==> config.mk <==
export PLATFORM = sky130hd
export DESIGN_NAME = frost32_ldst_unit
export DESIGN_NICKNAME = d
export VERILOG_FILES = /design/src/rtl/frost32_ldst_unit.sv
export SDC_FILE = /design/constraint.sdc
export NUM_CORES = 1
export LEC_CHECK = 0
export CAP_MARGIN = 20
export CORE_UTILIZATION = 49
export DETAILED_ROUTE_END_ITERATION = 10
export GPL_TIMING_DRIVEN = 1
export PLACE_DENSITY = 0.95
export SLEW_MARGIN = 0
export SYNTH_ARGS = -nofsm -noshare
export SYNTH_HDL_FRONTEND = slang
export SYNTH_SLANG_ARGS = --single-unit
==> constraint.sdc <==
create_clock -name clk -period 5.5 [get_ports clk]
set_input_delay 0.55 -clock clk [delete_from_list [all_inputs] [get_ports clk]]
set_output_delay 0.55 -clock clk [all_outputs]
set_load 0.01 [all_outputs]
==> src/rtl/frost32_ldst_unit.sv <==
`default_nettype none
// ============================================================================
// Module   : frost32_ldst_unit
// Purpose  : Frost32 memory-access stage. Takes one decoded load/store at a
//            time and checks its alignment. It runs one req/ack data-bus
//            transaction, formats load data by width and sign, and emits a
//            one-cycle write-back completion.
// Ports    : clk/rst          - clock, async active-high reset
//            in_*             - decoded op handshake (valid/ready), type,
//                               effective address, store data, dest index
//            mem_*            - registered data-bus request, ack/read data in
//            out_*            - completion pulse, reg write enable, dest
//                               index, formatted data, misalign flag
// Revision : 1.0 - initial release
// ============================================================================
module frost32_ldst_unit #(
  parameter int ADDR_WIDTH = 32,
  parameter int DATA_WIDTH = 32
) (
  input  logic                  clk,
  input  logic                  rst,
  input  logic                  in_valid,
  output logic                  in_ready,
  input  logic [2:0]            in_ldst_type,
  input  logic [ADDR_WIDTH-1:0] in_addr,
  input  logic [DATA_WIDTH-1:0] in_store_data,
  input  logic [3:0]            in_dest_index,
  output logic                  mem_req,
  output logic                  mem_we,
  output logic [ADDR_WIDTH-1:0] mem_addr,
  output logic [3:0]            mem_byte_en,
  output logic [DATA_WIDTH-1:0] mem_wdata,
  input  logic                  mem_ack,
  input  logic [DATA_WIDTH-1:0] mem_rdata,
  output logic                  out_valid,
  output logic                  out_reg_we,
  output logic [3:0]            out_dest_index,
  output logic [DATA_WIDTH-1:0] out_data,
  output logic                  out_misalign
);

  localparam logic [2:0] c_LD32  = 3'd0;
  localparam logic [2:0] c_LDU16 = 3'd1;
  localparam logic [2:0] c_LDS16 = 3'd2;
  localparam logic [2:0] c_LDU8  = 3'd3;
  localparam logic [2:0] c_LDS8  = 3'd4;
  localparam logic [2:0] c_ST32  = 3'd5;
  localparam logic [2:0] c_ST16  = 3'd6;
  localparam logic [2:0] c_ST8   = 3'd7;

  typedef enum logic [1:0] {
    S_IDLE = 2'd0,
    S_REQ  = 2'd1,
    S_DONE = 2'd2
  } state_t;

  state_t          state_q;
  logic [2:0]      type_q;
  logic [1:0]      addr_lo_q;
  logic [3:0]      dest_q;

  // Decode of the incoming op, used only at accept time.
  logic            w_is_store;
  logic            w_is_word;
  logic            w_is_half;
  logic            w_misalign;
  logic [3:0]      w_byte_en;
  logic [31:0]     w_wdata;

  always_comb begin
    w_is_store = (in_ldst_type == c_ST32) || (in_ldst_type == c_ST16) ||
                 (in_ldst_type == c_ST8);
    w_is_word  = (in_ldst_type == c_LD32) || (in_ldst_type == c_ST32);
    w_is_half  = (in_ldst_type == c_LDU16) || (in_ldst_type == c_LDS16) ||
                 (in_ldst_type == c_ST16);
    w_misalign = 1'b0;
    w_byte_en  = 4'b0001 << in_addr[1:0];
    if (w_is_word) begin
      w_misalign = |in_addr[1:0];
      w_byte_en  = 4'b1111;
    end else if (w_is_half) begin
      w_misalign = in_addr[0];
      w_byte_en  = in_addr[1] ? 4'b1100 : 4'b0011;
    end
    // Lane replication lets the bus pick the lane purely from byte enables.
    w_wdata = 32'h0;
    if (w_is_store) begin
      if (w_is_word)      w_wdata = in_store_data;
      else if (w_is_half) w_wdata = {2{in_store_data[15:0]}};
      else                w_wdata = {4{in_store_data[7:0]}};
    end
  end

  // Load formatting from the latched type/address and the word on the bus.
  logic            w_q_is_store;
  logic [15:0]     w_half;
  logic [7:0]      w_byte;
  logic [31:0]     w_load_data;

  always_comb begin
    w_q_is_store = (type_q == c_ST32) || (type_q == c_ST16) || (type_q == c_ST8);
    w_half = addr_lo_q[1] ? mem_rdata[31:16] : mem_rdata[15:0];
    case (addr_lo_q)
      2'd0:    w_byte = mem_rdata[7:0];
      2'd1:    w_byte = mem_rdata[15:8];
      2'd2:    w_byte = mem_rdata[23:16];
      default: w_byte = mem_rdata[31:24];
    endcase
    case (type_q)
      c_LD32:  w_load_data = mem_rdata;
      c_LDU16: w_load_data = {16'h0, w_half};
      c_LDS16: w_load_data = {{16{w_half[15]}}, w_half};
      c_LDU8:  w_load_data = {24'h0, w_byte};
      c_LDS8:  w_load_data = {{24{w_byte[7]}}, w_byte};
      default: w_load_data = 32'h0;
    endcase
  end

  assign in_ready = (state_q == S_IDLE);

  always_ff @(posedge clk or posedge rst) begin
    if (rst) begin
      state_q        <= S_IDLE;
      type_q         <= 3'd0;
      addr_lo_q      <= 2'd0;
      dest_q         <= 4'd0;
      mem_req        <= 1'b0;
      mem_we         <= 1'b0;
      mem_addr       <= '0;
      mem_byte_en    <= 4'd0;
      mem_wdata      <= '0;
      out_valid      <= 1'b0;
      out_reg_we     <= 1'b0;
      out_dest_index <= 4'd0;
      out_data       <= '0;
      out_misalign   <= 1'b0;
    end else begin
      case (state_q)
        S_IDLE: begin
          out_valid <= 1'b0;
          if (in_valid) begin
            type_q    <= in_ldst_type;
            addr_lo_q <= in_addr[1:0];
            dest_q    <= in_dest_index;
            if (w_misalign) begin
              // Fault completes without touching the bus.
              state_q        <= S_DONE;
              out_valid      <= 1'b1;
              out_misalign   <= 1'b1;
              out_reg_we     <= 1'b0;
              out_data       <= '0;
              out_dest_index <= in_dest_index;
            end else begin
              state_q     <= S_REQ;
              mem_req     <= 1'b1;
              mem_we      <= w_is_store;
              mem_addr    <= {in_addr[ADDR_WIDTH-1:2], 2'b00};
              mem_byte_en <= w_byte_en;
              mem_wdata   <= w_wdata;
            end
          end
        end
        S_REQ: begin
          if (mem_ack) begin
            state_q        <= S_DONE;
            mem_req        <= 1'b0;
            out_valid      <= 1'b1;
            out_misalign   <= 1'b0;
            out_reg_we     <= ~w_q_is_store;
            out_data       <= w_q_is_store ? 32'h0 : w_load_data;
            out_dest_index <= dest_q;
          end
        end
        S_DONE: begin
          out_valid <= 1'b0;
          state_q   <= S_IDLE;
        end
        default: state_q <= S_IDLE;
      endcase
    end
  end

endmodule
`default_nettype wire

==> impl_metrics.yaml <==
# flow metrics
status:
  run_status: "finished clean"
final_layout:
  fin_nets: 814
  design_area_um2: 8790
  final_cells: 864
  regArea_um2: 2950
  fillCellCount: 783
  finish.utilization_pct: 73.2
  diodes: 0
  syn_to_final_growth_pct: 45.7
  drive_above_1_share_pct: 10.2
  comb_area_um2: 2770
timing:
  setup_viol: 0
  setup_slack_ns: 2.51
  hold_violations: 0
  fin_skew_ns: 0.00583
  period_used_pct: 54.4
  tightest_slew_ns: 1.13
  timing.hold.ws_ns: 0.475
  maxSlewViolCount: 0
  min_period_ns: 2.99
  setup_tns_ns: 0
  rsz0062_at_grt: "no"
  maxSlewHeadroom_pct: 24.2
  fmax_mhz: 334
floorplan:
  fp-utilization_pct: 50.2
  chipHeight_um: 113
  core_area_um2: 12000
  die_area_um2: 12800
  rows: 40
  die_w_um: 113
  io_pins: 217
placed_design:
  portBuffers: 214
  place_inst: 831
  place_congestion: 0.868
  pre_cts_ws_ns: 2.15
  dp_hpwl_um: 12100
  post_dp_cell_area_um2: 8150
route:
  wirelength_um: 17200
  drtPass1Iterations: 7
  drtIter0Drc: 376
  drc: 0
  vias_per_cell: 6.07
  postRouteAntennaNets: 0
  num_vias: 5245
worst_setup_path:
  rr_startpoint: "state_q[0]"
  reg2reg_slack_ns: 2.69
  worst_r2r_endpoint: "out_dest_index[0]"
  cp.required_ns: 5.80
  cp_max_fo: 26
  cp-start-kind: "input port"
  reg2reg_depth: 7
  end_kind: "flip-flop"
  worstSetupStartpoint: "in_ldst_type[0]"
  critPathArrivalTime_ns: 3.29
  crit_type: "in2reg"
  cp-endpoint: "out_dest_index[0]"
synthesis:
  synth.largest_area_cell: "dfrtp_1"
  yosys-stat-cells: 512
  edf_count: 0
  ys_types: 55
  ys.flop_type: "dfrtp_1"
  ys_area_um2: 6030
  topCellsByArea: "dfrtp_1, mux2i_1, a22o_1"
  syn_area_per_cell_um2: 11.8
  postSynthCellCount: 512
  ys_seq_share_pct: 48.9
  top_cells_by_count: "dfrtp_1, o21ai_0, a22o_1, mux2i_1, mux2_1"
  top_cell_area_share_pct: 48.9
  netlist_area_um2: 6030
  ys_ff: 118
  yosysWarnings: 0
  synth-async-reset-ratio_pct: 100
  yosysMostFrequentCell: "dfrtp_1"
cts:
  clockBufferDepth: 2
  postCtsHoldBufs: 0
  cts-buffers-inserted: 17
  htreeDepth: 4
  cts_setup_buffers: 0
  cts_sinks: 118
  clkLatencyLatePin_ns: 0.41
  cts_tree: "built"
  root_buffer: "clkbuf_16"
  cts_resized: 0
  clk_pin_slew_ns: 0.05
pwr:
  p_sw_share_pct: 33.8
  seq_power_share_pct: 32.4
  powerSeq_uw: 1540
  ir_worst_vdd_mv: 0.323
  internal_power_uw: 3160
  p_comb_uw: 2090
  p_per_area_nw_per_um2: 543
  power_frac_comb_pct: 43.8
  p_leak_uw: 0.00379
  p_clk_uw: 1130
  power_leader: "combinational cells"
  clkPwrFrac_pct: 23.8
  total_power_uw: 4770
  power_switching_uw: 1610
min_path:
  hold_depth: 1
  min_to: "mem_we"
  hp-start: "mem_we"
  min_path_type: "reg2reg"
global_routing:
  grt_pass1_vias: 5220
  antenna_found_initial: 0
  grt_pass1_wl_um: 26900
  grt_max_degree: 67
  overflow: 0
job:
  warning_count: 28
  cap_violations: 0
[sequential cells by signal, indices dropped and copies added, names as in the netlist, 2 cells and up]
signal / count
addr_lo_q: 2
dest_q: 4
mem_addr: 30
mem_byte_en: 4
mem_wdata: 32
out_data: 32
out_dest_index: 4
state_q: 2
type_q: 3
[metal layers]
metal | wire [um] | global-route usage (%) | up-vias
met5 | 0 | 0 | -
met4 | 626 | 13.9 | 0
met3 | 1330 | 6.96 | 60
met2 | 8540 | 45.6 | 313
met1 | 6700 | 33.2 | 2545
li1 | - | - | 2327
[area by class of cell]
class | count | area share [%]
Inverter | 16 | 0.712
Tap cell | 147 | 2.09
Multi-Input combinational cell | 333 | 31.5
Clock inverter | 9 | 1.40
Clock buffer | 23 | 5.55
Timing Repair Buffer | 218 | 25.2
Sequential cell | 118 | 33.6
[placed cells by master (no fill, tap or decap), drive strengths merged, types with 8 or more instances in the layout]
| master | instances |
|---|---|
| nand2 | 9 |
| nor3 | 8 |
| o31ai | 18 |
| mux4 | 8 |
| o21ai | 46 |
| o22a | 9 |
| a22o | 40 |
| dfrtp | 118 |
| inv | 16 |
| clkdlybuf4s50 | 214 |
| nor2 | 25 |
| clkbuf | 23 |
| mux2i | 40 |
| o2bb2ai | 8 |
| o22ai | 24 |
| mux2 | 45 |
[critical path, stage by stage]
cell             delay (ns)
clkdlybuf4s50_1        0.85
nor4bb_1               0.44
a31o_2                 0.26
a211o_1                0.60
buf_16                 0.23
mux2_2                 0.35
[logic make-up (layout without fill, tap and decap cells)]
logic type	Yosys count	count (layout)	synth area share, %
mux	93	93	18.0
simple gates	62	62	5.78
other cells	1	2	0.0621
flops	118	118	48.9
xor+xnor	3	3	0.435
buf+inv	62	266	5.31
fa+ha+maj	3	3	0.622
compound gates	170	170	20.8
### Routing congestion

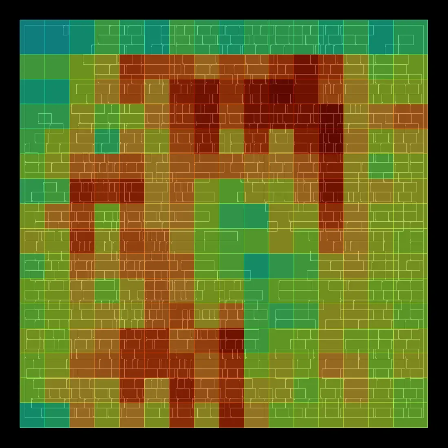
wire per inst: 19.9 um
GRT busiest layer: met2
met1 usage: 33.2%
Total GRT Usage: 27.4%

### Gate-type map

(4 px per um)
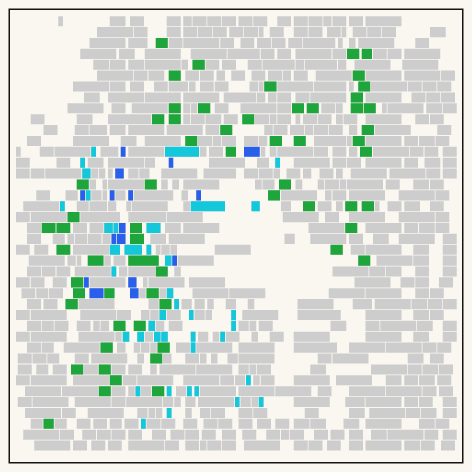
- cyan: NOR gates (cells 40; most used nor2_1)
- blue: NAND gates (cells 16; most used nand2_1; where left middle)
- green: AND-OR and OR-AND gates (cells 62; most used a22o_1)

Power is estimated from default activity; no workload was simulated.
